Run 1, the metal 2 layer:
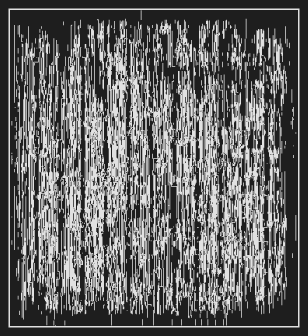
Run 1, routing congestion map:
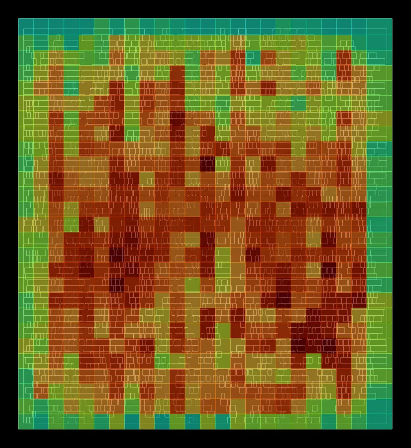
Run 1, metal 1:
Bar = 50 um.
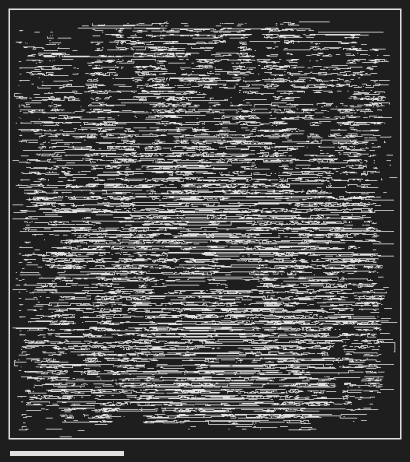
Run 1, wiring heat map:
Bar = 50 um. 34 x 37 tiles, from black (low) to pale yellow (high), scaled to the fullest tile. Values are wire area over tile area, all layers added.
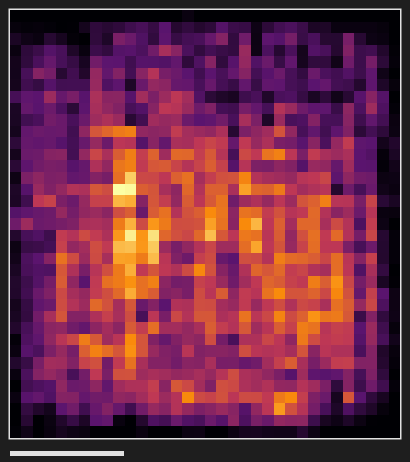
[src/rtl/pipeline_scoreboard_pkg.sv]
// Shared constants for the hazard scoreboard: default geometry, issue latency
// per opcode class, and the counter-width helper used for port sizing.
package pipeline_scoreboard_pkg;

    localparam int REG_BITS_DEF = 5;
    localparam int MAX_LAT_DEF  = 8;

    typedef enum logic [2:0] {
        OP_ALU,
        OP_LOAD,
        OP_FPADD,
        OP_FPMUL,
        OP_FPDIV
    } op_class_e;

    localparam int LAT_ALU   = 1;
    localparam int LAT_LOAD  = 2;
    localparam int LAT_FPADD = 3;
    localparam int LAT_FPMUL = 5;
    localparam int LAT_FPDIV = MAX_LAT_DEF;

    // Bits needed to hold every value in 0..max_val.
    function automatic int cnt_width(input int max_val);
        return (max_val < 1) ? 1 : $clog2(max_val + 1);
    endfunction

    function automatic int class_latency(input op_class_e op);
        case (op)
            OP_ALU:   return LAT_ALU;
            OP_LOAD:  return LAT_LOAD;
            OP_FPADD: return LAT_FPADD;
            OP_FPMUL: return LAT_FPMUL;
            default:  return LAT_FPDIV;
        endcase
    endfunction

endpackage

[src/rtl/wb_reservation_line.sv]
// MAX_LAT-deep shift line of writeback reservations (valid + rd); slot 0 is the
// writeback port, and a reservation of latency L lands in slot L-1 after the shift.
module wb_reservation_line
    import pipeline_scoreboard_pkg::*;
#(
    parameter int MAX_LAT  = MAX_LAT_DEF,
    parameter int REG_BITS = REG_BITS_DEF
) (
    input  logic                          i_clk,
    input  logic                          i_reset,
    input  logic [cnt_width(MAX_LAT)-1:0] i_probe_lat,
    output logic                          o_probe_busy,
    input  logic                          i_wr_en,
    input  logic [cnt_width(MAX_LAT)-1:0] i_wr_lat,
    input  logic [REG_BITS-1:0]           i_wr_rd,
    output logic                          o_head_valid,
    output logic [REG_BITS-1:0]           o_head_rd
);

    logic                r_v  [MAX_LAT];
    logic [REG_BITS-1:0] r_rd [MAX_LAT];

    // Slot L-1 after the shift is today's slot L; nothing shifts into the top slot.
    always_comb begin
        // NOTE: every always_comb output gets a default first, so no path infers a latch.
        o_probe_busy = 1'b0;
        for (int d = 1; d < MAX_LAT; d++) begin
            if (int'(i_probe_lat) == d) begin
                o_probe_busy = r_v[d];
            end
        end
    end

    always_ff @(posedge i_clk) begin
        if (i_reset) begin
            // NOTE: the line is an array but is still reset, so a mid-flight reset drops every reservation.
            for (int d = 0; d < MAX_LAT; d++) begin
                r_v[d]  <= 1'b0;
                r_rd[d] <= '0;
            end
        end else begin
            // NOTE: non-blocking throughout; the later write to the same slot wins the edge.
            for (int d = 0; d < MAX_LAT - 1; d++) begin
                r_v[d]  <= r_v[d+1];
                r_rd[d] <= r_rd[d+1];
            end
            r_v[MAX_LAT-1]  <= 1'b0;
            r_rd[MAX_LAT-1] <= '0;
            for (int d = 0; d < MAX_LAT; d++) begin
                if (i_wr_en && (int'(i_wr_lat) == d + 1)) begin
                    r_v[d]  <= 1'b1;
                    r_rd[d] <= i_wr_rd;
                end
            end
        end
    end

    assign o_head_valid = r_v[0];
    assign o_head_rd    = r_rd[0];

endmodule

[src/rtl/pipeline_scoreboard.sv]
// Per-register countdown hazard scoreboard: stalls ID on RAW/WAW/writeback-port
// conflicts and announces the register retiring at writeback each cycle.
module pipeline_scoreboard
    import pipeline_scoreboard_pkg::*;
#(
    parameter int NUM_REGS = 32,
    parameter int REG_BITS = REG_BITS_DEF,
    parameter int MAX_LAT  = MAX_LAT_DEF,
    parameter int ZERO_REG = 1
) (
    input  logic                           i_clk,
    input  logic                           i_reset,
    input  logic                           i_issue_valid,
    input  logic [REG_BITS-1:0]            i_issue_rs1,
    input  logic                           i_issue_use1,
    input  logic [REG_BITS-1:0]            i_issue_rs2,
    input  logic                           i_issue_use2,
    input  logic                           i_issue_wr,
    input  logic [REG_BITS-1:0]            i_issue_rd,
    input  logic [cnt_width(MAX_LAT)-1:0]  i_issue_lat,
    input  logic                           i_flush,
    output logic                           o_stall,
    output logic                           o_issue_fire,
    output logic                           o_wb_valid,
    output logic [REG_BITS-1:0]            o_wb_rd,
    output logic [cnt_width(NUM_REGS)-1:0] o_busy_count
);

    localparam int LAT_W  = cnt_width(MAX_LAT);
    localparam int BUSY_W = cnt_width(NUM_REGS);

    logic [LAT_W-1:0]  r_cnt      [NUM_REGS];
    logic [LAT_W-1:0]  w_cnt_next [NUM_REGS];
    logic [BUSY_W-1:0] r_busy_count;
    logic [BUSY_W-1:0] w_busy_next;

    logic [LAT_W-1:0]  w_lat;
    logic [LAT_W-1:0]  w_cnt_rs1;
    logic [LAT_W-1:0]  w_cnt_rs2;
    logic [LAT_W-1:0]  w_cnt_rd;
    logic              w_rd_ok;
    logic              w_rs1_zero;
    logic              w_rs2_zero;
    logic              w_rd_zero;
    logic              w_trk;
    logic              w_active;
    logic              w_raw;
    logic              w_waw;
    logic              w_struct;
    logic              w_slot_taken;
    logic              w_stall;
    logic              w_fire;
    logic              w_track_fire;

    always_comb begin
        w_lat = i_issue_lat;
        if (i_issue_lat == '0) begin
            w_lat = LAT_W'(1);
        end else if (int'(i_issue_lat) > MAX_LAT) begin
            w_lat = LAT_W'(MAX_LAT);
        end
    end

    assign w_rs1_zero = (ZERO_REG != 0) && (i_issue_rs1 == '0);
    assign w_rs2_zero = (ZERO_REG != 0) && (i_issue_rs2 == '0);
    assign w_rd_zero  = (ZERO_REG != 0) && (i_issue_rd == '0);

    always_comb begin
        w_cnt_rs1 = '0;
        w_cnt_rs2 = '0;
        w_cnt_rd  = '0;
        w_rd_ok   = 1'b0;
        for (int r = 0; r < NUM_REGS; r++) begin
            if (int'(i_issue_rs1) == r) w_cnt_rs1 = r_cnt[r];
            if (int'(i_issue_rs2) == r) w_cnt_rs2 = r_cnt[r];
            if (int'(i_issue_rd) == r) begin
                w_cnt_rd = r_cnt[r];
                w_rd_ok  = 1'b1;
            end
        end
    end

    assign w_trk    = i_issue_wr && w_rd_ok && !w_rd_zero;
    assign w_active = i_issue_valid && !i_flush && !i_reset;

    // A counter of 1 means the producer is on the writeback port this cycle and is forwarded.
    assign w_raw = (i_issue_use1 && !w_rs1_zero && (w_cnt_rs1 > LAT_W'(1)))
                || (i_issue_use2 && !w_rs2_zero && (w_cnt_rs2 > LAT_W'(1)));
    assign w_waw    = w_trk && (w_cnt_rd >= w_lat);
    assign w_struct = w_trk && w_slot_taken;

    assign w_stall      = w_active && (w_raw || w_waw || w_struct);
    assign w_fire       = w_active && !w_stall;
    assign w_track_fire = w_fire && w_trk;

    always_comb begin
        w_busy_next = '0;
        for (int r = 0; r < NUM_REGS; r++) begin
            w_cnt_next[r] = (r_cnt[r] != '0) ? (r_cnt[r] - LAT_W'(1)) : '0;
            if (w_track_fire && (int'(i_issue_rd) == r)) begin
                w_cnt_next[r] = w_lat;
            end
            if (w_cnt_next[r] != '0) begin
                w_busy_next = w_busy_next + BUSY_W'(1);
            end
        end
    end

    always_ff @(posedge i_clk) begin
        if (i_reset) begin
            for (int r = 0; r < NUM_REGS; r++) begin
                r_cnt[r] <= '0;
            end
            r_busy_count <= '0;
        end else begin
            r_cnt        <= w_cnt_next;
            r_busy_count <= w_busy_next;
        end
    end

    wb_reservation_line #(
        .MAX_LAT  (MAX_LAT),
        .REG_BITS (REG_BITS)
    ) u_line (
        .i_clk        (i_clk),
        .i_reset      (i_reset),
        .i_probe_lat  (w_lat),
        .o_probe_busy (w_slot_taken),
        .i_wr_en      (w_track_fire),
        .i_wr_lat     (w_lat),
        .i_wr_rd      (i_issue_rd),
        .o_head_valid (o_wb_valid),
        .o_head_rd    (o_wb_rd)
    );

    assign o_stall      = w_stall;
    assign o_issue_fire = w_fire;
    assign o_busy_count = r_busy_count;

endmodule

[config.mk]
export PLATFORM = sky130hd
export DESIGN_NAME = pipeline_scoreboard
export DESIGN_NICKNAME = d
export VERILOG_FILES = /design/src/rtl/pipeline_scoreboard_pkg.sv /design/src/rtl/wb_reservation_line.sv /design/src/rtl/pipeline_scoreboard.sv
export SDC_FILE = /design/constraint.sdc
export NUM_CORES = 1
export LEC_CHECK = 0
export CAP_MARGIN = 0
export CORE_ASPECT_RATIO = 1.1
export CORE_MARGIN = 2
export CORE_UTILIZATION = 55
export DETAILED_ROUTE_END_ITERATION = 8
export PLACE_DENSITY = 0.71
export SETUP_SLACK_MARGIN = 0.2
export SYNTH_ARGS = -nofsm -noshare
export SYNTH_HDL_FRONTEND = slang
export SYNTH_SLANG_ARGS = --single-unit
[constraint.sdc]
create_clock -name i_clk -period 44.2 [get_ports i_clk]
set_input_delay 11.05 -clock i_clk [delete_from_list [all_inputs] [get_ports i_clk]]
set_output_delay 11.05 -clock i_clk [all_outputs]
set_load 0.1 [all_outputs]
==> out/qor.log, run 1 <==
INFO  run_status     run_status=finished, final reports clean
INFO  route          drc=0
INFO  sta            total_negative_slack=0ns
INFO  critical_path  critPathRequiredTime=44.55ns
INFO  synthesis      ys_top_cells_by_count=sky130_fd_sc_hd__nor2_1 (266), sky130_fd_sc_hd__nand2_1 (181), sky130_fd_sc_hd__a21oi_1 (176), sky130_fd_sc_hd__dfxtp_1 (148), sky130_fd_sc_hd__nor3_1 (126)
INFO  critical_path  worstSetupStartpointType=input pin
INFO  route          detailroute.via_count=17388
INFO  placement      finalWeightedCongestion=1.017
INFO  cts            clock-root-buffer=sky130_fd_sc_hd__clkbuf_16
INFO  finish         multiInputCombCellCount=1817
INFO  finish         insertedDiodeCount=0
INFO  cts            total_cts_buffers=17
INFO  cts            postCtsSetupBuffers=0
INFO  critical_path  critical_path_origin=i_issue_rd[2]
INFO  pwr            switching_share=0.2847
INFO  synthesis      number_of_enable_flip_flop_cells=34
INFO  hold_path      hold-path-cell-count=2
INFO  pwr            max-vdd-ir-drop=0.03000mV
INFO  global_routing via_count_of_the_first_global_routing_pass=16425
INFO  finish         clock_cell_area_share=0.03522
INFO  critical_path  cp-end-kind=flop
INFO  synthesis      ys_seq_frac=0.2381
INFO  hold_path      worst_hold_path_type=reg2reg
INFO  placement      dpl_worst_slack=7.159ns
INFO  global_routing groute.layer.met3.usage=0.07893
INFO  route          drtPass1Iterations=6
INFO  sta            setup-violations-final=0
INFO  critical_path  peak_fanout_along_the_critical_path=20
INFO  cts            post_cts_hold_buffer_count=0
INFO  finish         register_area=3984squm
INFO  cts            worst_setup_hold_path_clk_slew=0.07ns
INFO  pwr            pwr-share-seq=0.431
INFO  global_routing grt_overflow=0
INFO  critical_path  critPathKind=in2reg
INFO  sta            finalCritPeriodShare=0.8382
INFO  sta            fin_skew=0.01801ns
INFO  finish         clock_buffers=21
INFO  finish         multiInputGateArea=12040squm
INFO  critical_path  worstRegToRegCells=123
INFO  floorplan      die_width=170.3um
INFO  floorplan      fp.dieArea=31830squm
INFO  route          drt-wirelength-per-cell=23.83um
INFO  synthesis      syn_inst=2171
INFO  finish         cell_group_occupying_the_most_layout_area=multi-input combinational cells
INFO  synthesis      yosys_warnings=0
INFO  global_routing grt_max_degree=93
INFO  cts            cts_tree=yes
INFO  finish         sequential_cell_total=182
INFO  floorplan      core.rowCount=66
INFO  route          avgViaCountPerCell=6.873
INFO  synthesis      syn-cell-area=16730squm
INFO  critical_path  r2r_slack=18.93ns
INFO  hold_path      hold_path_startpoint=u_line.r_v[5]$_DFF_P_
INFO  finish         area_delta_synth_final=7.232%
INFO  finish         seq_area_frac=0.2221
INFO  sta            drv_slew=0
INFO  flow_run       timing.max_cap.violations=0
INFO  cts            clock_sink_count=182
INFO  flow_run       warning_count=27
INFO  synthesis      post_synth_main_area_contributors=sky130_fd_sc_hd__dfxtp_1 (18%), sky130_fd_sc_hd__edfxtp_1 (6.1%), sky130_fd_sc_hd__nor2_1 (6.0%)
INFO  synthesis      synth_flop_count=182
INFO  critical_path  critical_path_most_common_cell=sky130_fd_sc_hd__ha_1
INFO  finish         fraction_of_final_layout_cells_with_drive_strength_greater_than_1=0.09416
INFO  sta            achievable-frequency=26.99MHz
INFO  sta            finalHoldViolCount=0
INFO  global_routing gr_util_met2=0.6065
INFO  critical_path  reg2reg_to=o_busy_count[5]$_SDFF_PP0_
INFO  finish         fin_nets=2205
INFO  placement      dp_cells=2499
INFO  floorplan      core_region_area=29730squm
INFO  route          drtAntennaViolNets=0
INFO  finish         post_route_insts_no_fill=2530
INFO  critical_path  destination_of_the_critical_timing_path=o_busy_count[5]$_SDFF_PP0_
INFO  synthesis      asyncSetResetFlopFracSynth=0
INFO  synthesis      post_synth_num_cell_types=116
INFO  critical_path  crit_path_top_delay_cell=sky130_fd_sc_hd__clkdlybuf4s50_1
Back to the opening pictures, 'the metal 2 layer':
wire length on this layer = 27.6 mm
longest straight run = 97.2 um
main direction = vertical
share of all routed wire = 46%
nets with wire on the layer = 1789

Back to the opening pictures, 'routing congestion map':
total track usage: 0.3743
routing usage on met1: 0.4538
Most Crowded Layer GR: met2

Back to the opening pictures, 'metal 1':
wire length on this layer = 23.2 mm
nets with wire on the layer = 2092
share of all routed wire = 39%
longest straight run = 73.6 um
main direction = horizontal

Back to the opening pictures, 'wiring heat map':
densest ninth of the die = middle
emptiest ninth of the die = top right
tiles over half the peak = 24%
fullest tile = 0.96
mean over tiles = 0.33
nearly empty tiles = 7.3%

-- run 1: power by group through the flow --
stage | logic, mW | clock network (mW) | registers, mW
after floorplan | 0.0405 | 0 | 0.176
after global placement | 0.0582 | 0 | 0.176
after detailed placement | 0.0585 | 0 | 0.176
after CTS | 0.0589 | 0.167 | 0.172
after global routing | 0.0642 | 0.174 | 0.172
final | 0.0609 | 0.166 | 0.172
-- run 1: sequential cells by signal (all words and copies together), names as in the netlist --
name and flops:
o_busy_count 6, r_cnt 128, u_line.r_rd 40, u_line.r_v 8
-- run 1: cell families (layout without fill, tap and decap cells) --
family / after synthesis / count (layout) / share of synthesized area
and+or+nand+nor: 908 / 908 / 0.2762
xor gates and xnor gates: 115 / 115 / 0.08443
other: 1 / 34 / 0.0002241
AOI/OAI and AO/OA: 624 / 624 / 0.2531
buffers and inverters: 205 / 157 / 0.05078
muxes: 98 / 98 / 0.06917
adders and majority gates: 38 / 38 / 0.02797
DFF: 182 / 182 / 0.2381
-- run 1: metal layers --
layer	up-vias	part of all wire
li1	7999	-
met1	8169	0.38
met2	965	0.46
met3	253	0.088
met4	2	0.068
met5	-	0.00022
-- run 1: metrics by stage --
stage	power, mW	instance area [sq um]
floorplan	0.2168	16850
global placement	0.2340	17310
detailed placement	0.2344	17310
CTS	0.3976	17940
global route	0.4103	17940
finish	0.3993	17940
-- run 1: cell usage in the layout (no fill, tap or decap), types with 16 or more instances in the layout --
cell type                         Yosys  routed
sky130_fd_sc_hd__inv_1               44      44
sky130_fd_sc_hd__nor2_1             266     265
sky130_fd_sc_hd__o311ai_0            26      26
sky130_fd_sc_hd__a21oi_1            176     176
sky130_fd_sc_hd__nand3b_1            22      22
sky130_fd_sc_hd__buf_4                9      35
sky130_fd_sc_hd__clkdlybuf4s50_1      0      33
sky130_fd_sc_hd__nor3b_1             16      16
sky130_fd_sc_hd__nand2b_1            29      29
sky130_fd_sc_hd__a211oi_1            62      62
sky130_fd_sc_hd__and3_1              17      17
sky130_fd_sc_hd__nand2_1            181     181
sky130_fd_sc_hd__dfxtp_1            148     148
sky130_fd_sc_hd__mux2i_1             65      65
sky130_fd_sc_hd__a31oi_1             22      22
sky130_fd_sc_hd__conb_1               1      34
sky130_fd_sc_hd__nor2b_1             33      32
sky130_fd_sc_hd__xor2_1              27      27
sky130_fd_sc_hd__clkbuf_16            0      19
sky130_fd_sc_hd__mux2_2              20      20
sky130_fd_sc_hd__o22ai_1             20      20
sky130_fd_sc_hd__ha_1                35      35
sky130_fd_sc_hd__nand3_1             73      73
sky130_fd_sc_hd__nor3_1             126     126
sky130_fd_sc_hd__or4b_2              20      20
sky130_fd_sc_hd__edfxtp_1            34      34
sky130_fd_sc_hd__xnor2_1             57      57
sky130_fd_sc_hd__o21ai_0            119     119
-- run 1: worst max-delay path, delay by kind of cell --
kind	cells	cell delay, ns
AND-OR/OR-AND	37	6.90
XOR/XNOR	1	0.29
multiplexers	7	1.68
buffers and inverters	9	2.08
AND/OR/NAND/NOR	41	6.42
adder cells (fa/ha/maj)	30	8.95
==> inputs of run 2 (changes only) <==
- clock period: 44.2 -> 36.7 ns (I/O delays scaled with it)
==> run 2 against run 1 <==
Against the previous run: routed wire length rose by 1.6%; first-iteration DRC count rose by 20%; total power up 17%; core utilization fell by 0.18 points; combinational power grew 22%; non-clock buffer count fell by 2; critical path type unchanged.
==> out/qor.log, run 2 <==
INFO  run_status     run_status=finished, final reports clean
INFO  cts            worst_setup_hold_path_clk_slew=0.07ns
INFO  placement      finalWeightedCongestion=1.025
INFO  flow_run       warning_count=27
INFO  synthesis      synth_flop_count=182
INFO  route          drtAntennaViolNets=0
INFO  route          drc=0
INFO  finish         postLayoutCellArea=17890squm
INFO  placement      placed_inst_area=17290squm
INFO  finish         reg_top3=r_cnt (128), u_line.r_rd (40), u_line.r_v (8)
INFO  sta            drv_slew=0
INFO  pwr            fin_total_pwr=0.4681mW
INFO  floorplan      fp.dieArea=31830squm
INFO  pwr            cell_area_power_density=26.17nW/um^2
INFO  floorplan      core.rowCount=66
INFO  floorplan      core_region_area=29730squm
INFO  cts            clock_sink_count=182
INFO  pwr            total_leakage_power=6.558nW
INFO  synthesis      synth.avg_cell_area=7.707squm
INFO  sta            finalCritPeriodShare=0.9460
INFO  synthesis      ys_seq_frac=0.2381
INFO  critical_path  critPathKind=in2reg
INFO  synthesis      number_of_enable_flip_flop_cells=34
INFO  hold_path      worst_hold_path_type=reg2reg
INFO  sta            finalHoldWorstSlack=0.4540ns
INFO  synthesis      yosys_warnings=0
INFO  pwr            switching_share=0.2979
INFO  synthesis      post_synth_main_area_contributors=sky130_fd_sc_hd__dfxtp_1 (18%), sky130_fd_sc_hd__edfxtp_1 (6.1%), sky130_fd_sc_hd__nor2_1 (6.0%)
INFO  finish         largest_register_by_flop_count=r_cnt
INFO  finish         insertedDiodeCount=0
INFO  synthesis      syn-cell-area=16730squm
INFO  route          detailroute.via_count=17532
INFO  cts            postCtsSetupBuffers=0
INFO  global_routing grt_max_degree=94
INFO  sta            finalHoldViolCount=0
INFO  finish         layout.core_utilization=0.6017
INFO  cts            clock-root-buffer=sky130_fd_sc_hd__clkbuf_16
INFO  route          drt-wirelength-per-cell=24.23um
INFO  global_routing via_count_of_the_first_global_routing_pass=16382
INFO  route          avgViaCountPerCell=6.932
INFO  cts            total_cts_buffers=17
INFO  critical_path  critical_path_most_common_cell=sky130_fd_sc_hd__ha_1
INFO  critical_path  crit_path_top_delay_cell=sky130_fd_sc_hd__or4b_1
INFO  finish         layout.cells.most_common=sky130_fd_sc_hd__nor2_1
INFO  synthesis      syn_inst=2171
INFO  finish         flip_flop_count_of_the_largest_register_all_copies_and_words_added=128
INFO  floorplan      io_pins=40
INFO  critical_path  worstSetupStartpointType=input pin
INFO  global_routing antenna_violations_before_repair=0
INFO  sta            setup-violations-final=0
INFO  synthesis      asyncSetResetFlopFracSynth=0
INFO  synthesis      ys_top_cells_by_count=sky130_fd_sc_hd__nor2_1 (266), sky130_fd_sc_hd__nand2_1 (181), sky130_fd_sc_hd__a21oi_1 (176), sky130_fd_sc_hd__dfxtp_1 (148), sky130_fd_sc_hd__nor3_1 (126)
INFO  critical_path  cp-end-kind=flop
INFO  pwr            p_int=0.3287mW
INFO  global_routing globalRouteTotalUtil=0.3806
INFO  placement      dpl_worst_slack=1.577ns
INFO  floorplan      die_width=170.3um
INFO  sta            achievable-frequency=28.80MHz
INFO  finish         area_delta_synth_final=6.917%
INFO  flow_run       timing.max_cap.violations=0
INFO  critical_path  critPathRequiredTime=37.05ns
INFO  synthesis      post_synth_num_cell_types=116
INFO  critical_path  peak_fanout_along_the_critical_path=20
INFO  finish         layout.cells.most_common_list=sky130_fd_sc_hd__nor2_1 (265), sky130_fd_sc_hd__nand2_1 (181), sky130_fd_sc_hd__a21oi_1 (176)
INFO  sta            fin_skew=0.01238ns
INFO  cts            cts_tree=yes
INFO  synthesis      synth.yosys.chip_area=16730squm
INFO  pwr            max-vdd-ir-drop=0.03576mV
INFO  finish         post_route_insts_no_fill=2529
INFO  synthesis      synth.top_cell.area_share=0.1771
INFO  placement      dp_cells=2497
[run 2: cell count changes in the layout (fill, tap and decap cells not counted), moves of 2 or more]
cell | previous run | this run
sky130_fd_sc_hd__bufinv_16 | 3 | 1
sky130_fd_sc_hd__clkdlybuf4s50_1 | 33 | 31
sky130_fd_sc_hd__buf_4 | 35 | 33
sky130_fd_sc_hd__clkbuf_1 | 1 | 3
sky130_fd_sc_hd__dlymetal6s2s_1 | 0 | 2
[run 2: logic make-up (layout without fill, tap and decap cells)]
family	count (synthesis)	count (layout)	synth area share
fa+ha+maj	38	38	0.02797
other cells	1	34	0.0002241
xor+xnor	115	115	0.08443
mux	98	98	0.06917
compound gates	624	624	0.2531
buf+inv	205	156	0.05078
simple gates	908	908	0.2762
flops	182	182	0.2381
[run 2: what timing repair did]
item	4_1_cts	5_1_grt
endpoints found under the setup margin	0	5
hold buffers	0	0
resized	0	4
[run 2: worst paths after layout]
| check | cells after the start | start | endpoint | slack [ns] |
|---|---|---|---|---|
| setup / recovery | 126 | i_issue_rd[2] | o_busy_count[5]$_SDFF_PP0_ | 1.98 |
| hold / removal | 2 | u_line.r_v[5]$_DFF_P_ | u_line.r_v[4]$_DFF_P_ | 0.45 |
| setup reg to reg | 123 | r_cnt[112]$_SDFF_PP0_ | o_busy_count[5]$_SDFF_PP0_ | 11.34 |
| hold reg to reg | 2 | u_line.r_v[5]$_DFF_P_ | u_line.r_v[4]$_DFF_P_ | 0.45 |
[run 2: cell type report]
type | instances | area (sq um)
clock buffers | 23 | 489.2
clock inverters | 9 | 90.09
fillers | 2732 | 11840
inverters | 53 | 200.2
multi-input cells | 1817 | 12050
flip-flops and latches | 182 | 3984
well taps | 374 | 467.9
repair buffers | 71 | 608.1
[run 2: power groups by stage]
stage          sequential, mW  clock (mW)  combinational, mW
2_1_floorplan           0.212           0             0.0488
3_3_place_gp            0.212           0             0.0705
3_5_place_dp            0.212           0             0.0711
4_1_cts                 0.207       0.187             0.0713
5_1_grt                 0.207       0.194             0.0780
6_report                0.207       0.187             0.0742
[run 2: routing by layer]
layer  global-route usage  routed length [um]
met1               0.4648               23300
met2               0.6162               27730
met3              0.07067                5690
met4               0.2387                4544
met5                    0                   0
[run 2: critical path: cells and delay by family]
family,cells,cell delay [ns]
compound gates,40,7.56
xor+xnor,1,0.28
fa+ha+maj,30,9.07
buf+inv,9,1.56
mux,7,1.66
simple gates,39,5.73
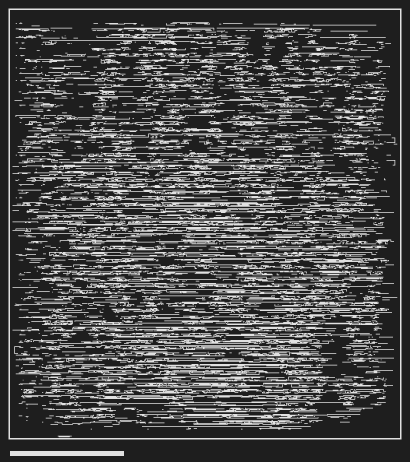
Run 2: metal 1
Bar = 50 um.
share of all routed wire = 38%
wire length on this layer = 23.3 mm

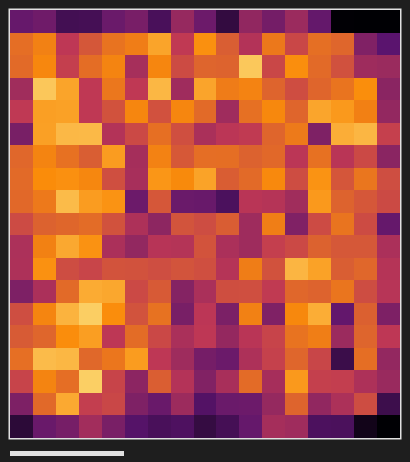
Run 2: local utilization
Bar = 50 um. 17 x 19 tiles, from black (low) to pale yellow (high), 0 to 100% covered.
mean over tiles = 55%
tiles over 75% full = 14%
nearly empty tiles = 1.2%

==> inputs of run 3 (changes only) <==
- CELL_PAD_IN_SITES_DETAIL_PLACEMENT: default -> 0
- CELL_PAD_IN_SITES_GLOBAL_PLACEMENT: default -> 1
- CORE_UTILIZATION: 55 -> 48
- PLACE_DENSITY: 0.71 -> 0.81
==> run 3 against run 2 <==
Against the previous run: cell count increased by 2.8%; combinational power increased by 0.8%; global-route usage decreased by 2.7 points; first-iteration DRC count decreased by 13%; maximum frequency about the same; synthesized cell count unchanged; critical path depth unchanged; largest power group unchanged; critical endpoint unchanged; core utilization decreased by 7.6 points.
==> out/qor.log, run 3 <==
INFO  run_status     run_status=finished, final reports clean
INFO  finish         reg_top3=r_cnt (128), u_line.r_rd (40), u_line.r_v (8)
INFO  floorplan      core_region_area=34290squm
INFO  global_routing grt_max_degree=78
INFO  flow_run       warning_count=27
INFO  critical_path  critical_path_depth=126
INFO  synthesis      syn-cell-area=16730squm
INFO  pwr            total_leakage_power=6.573nW
INFO  synthesis      synth.avg_cell_area=7.707squm
INFO  placement      finalWeightedCongestion=0.9946
INFO  cts            ctsResizeCount=0
INFO  hold_path      hold_path_startpoint=u_line.r_v[5]$_DFF_P_
INFO  sta            fin_skew=0.02011ns
INFO  pwr            cell_area_power_density=26.15nW/um^2
INFO  critical_path  critical_path.reg2reg.startpoint=r_cnt[114]$_SDFF_PP0_
INFO  global_routing via_count_of_the_first_global_routing_pass=16381
INFO  route          drtAntennaViolNets=0
INFO  cts            cts_tree=yes
INFO  critical_path  critPathKind=in2reg
INFO  sta            achievable-frequency=28.79MHz
INFO  critical_path  crit_path_top_delay_cell=sky130_fd_sc_hd__or4b_4
INFO  finish         layout.cells.most_common=sky130_fd_sc_hd__nor2_1
INFO  critical_path  peak_fanout_along_the_critical_path=14
INFO  critical_path  r2r_slack=11.29ns
INFO  synthesis      ys_top_cells_by_count=sky130_fd_sc_hd__nor2_1 (266), sky130_fd_sc_hd__nand2_1 (181), sky130_fd_sc_hd__a21oi_1 (176), sky130_fd_sc_hd__dfxtp_1 (148), sky130_fd_sc_hd__nor3_1 (126)
INFO  sta            setup-violations-final=0
INFO  finish         fin_nets=2208
INFO  synthesis      ys_seq_frac=0.2381
INFO  critical_path  crit_family=adder cells
INFO  finish         fraction_of_final_layout_cells_with_drive_strength_greater_than_1=0.09769
INFO  synthesis      yosys_warnings=0
INFO  finish         multiInputGateArea=12050squm
INFO  placement      dpl_worst_slack=1.331ns
INFO  critical_path  cp-end-kind=flop
INFO  sta            finalCritPeriodShare=0.9465
INFO  placement      placed_inst_area=17400squm
INFO  synthesis      synth_flop_count=182
INFO  critical_path  worstRegToRegCells=124
INFO  synthesis      post_synth_main_area_contributors=sky130_fd_sc_hd__dfxtp_1 (18%), sky130_fd_sc_hd__edfxtp_1 (6.1%), sky130_fd_sc_hd__nor2_1 (6.0%)
INFO  route          drc=0
INFO  sta            finalHoldViolCount=0
INFO  synthesis      post_synth_num_cell_types=116
INFO  cts            post_cts_hold_buffer_count=0
INFO  global_routing antenna_violations_before_repair=1
INFO  synthesis      syn_inst=2171
INFO  synthesis      synth.yosys.chip_area=16730squm
INFO  floorplan      core.rowCount=71
INFO  cts            clock_sink_count=182
INFO  cts            clock-root-buffer=sky130_fd_sc_hd__clkbuf_16
INFO  flow_run       timing.max_cap.violations=0
INFO  floorplan      fp.dieArea=36370squm
INFO  finish         postLayoutCellArea=18020squm
[run 3: stage by stage]
step	std cells	total power, mW	hold slack [ns]	util
final	2599	0.4711	0.4618	0.5255
after global routing	2598	0.4845	0.4645	0.5254
after CTS	2598	0.4708	0.4583	0.5250
after detailed placement	2566	0.2843	0.4525	0.5076
after global placement	2566	0.2839	0.4272	0.5076
after floorplan	2204	0.2611	0.4225	-
[run 3: layout make-up]
type / instances / share of cell area
diodes: 1 / 0.0001389
clock buffers: 17 / 0.02361
clock inverters: 15 / 0.009652
inverters: 53 / 0.01111
multi-input cells: 1817 / 0.6686
flip-flops and latches: 182 / 0.2211
well taps: 438 / 0.03041
repair buffers: 76 / 0.03541
[run 3: metal layers]
metal	global-route usage	share of wire	vias up
met1	0.4756	0.43	8522
met2	0.5519	0.44	888
li1	-	-	8008
met3	0.06368	0.083	196
met4	0.1714	0.051	0
met5	0	0	-
[run 3: logic make-up after synthesis]
family                   share of synthesized area
AND-OR/OR-AND                               0.2531
multiplexers                               0.06917
flip-flops                                  0.2381
buffers and inverters                      0.05078
XOR/XNOR                                   0.08443
adder cells (fa/ha/maj)                    0.02797
other                                    0.0002241
AND/OR/NAND/NOR                             0.2762
[run 3: how the worst min path moves through the flow]
stage                                        to  slack [ns]  cells past startpoint
after global routing      u_line.r_v[4]$_DFF_P_        0.46                      2
after detailed placement  u_line.r_v[4]$_DFF_P_        0.45                      2
after floorplan           u_line.r_v[4]$_DFF_P_        0.42                      2
after global placement    u_line.r_v[4]$_DFF_P_        0.43                      2
after CTS                 u_line.r_v[4]$_DFF_P_        0.46                      2
final                     u_line.r_v[4]$_DFF_P_        0.46                      2
[run 3: where the power goes]
| group | internal (mW) | switching [mW] |
|---|---|---|
| combinational | 0.0211 | 0.0537 |
| sequential | 0.206 | 0.00110 |
| clock | 0.0923 | 0.0969 |
| total | 0.319 | 0.152 |
[run 3: worst reg2reg max path, delay by kind of cell (launching register included)]
family	cells	cell delay, ns
buffers and inverters	7	0.62
xor gates and xnor gates	1	0.20
adders and majority gates	30	8.96
DFF	1	0.46
AOI/OAI and AO/OA	39	7.73
and+or+nand+nor	39	5.21
muxes	8	2.16
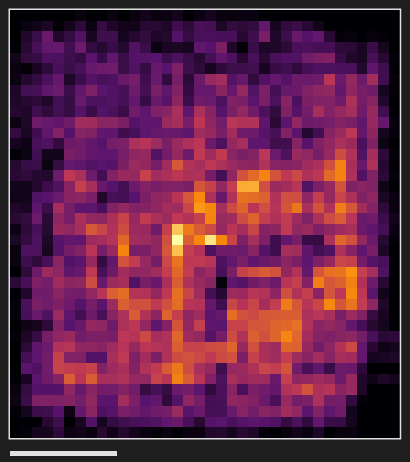
Run 3: wiring heat map
Bar = 50 um. 36 x 40 tiles, from black (low) to pale yellow (high), scaled to the fullest tile. Values are wire area over tile area, all layers added.
nearly empty tiles = 7.8%
fullest tile = 1.0
mean over tiles = 0.30
emptiest ninth of the die = top left

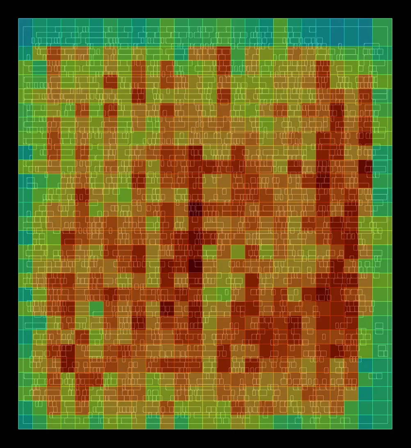
Run 3: routing congestion map
share of the core filled with cells in the final layout: 0.5255
mean routed wirelength per cell: 24.82 um
GR Util met2: 0.5519
total track usage: 0.3539

Power and IR drop assume default switching activity.
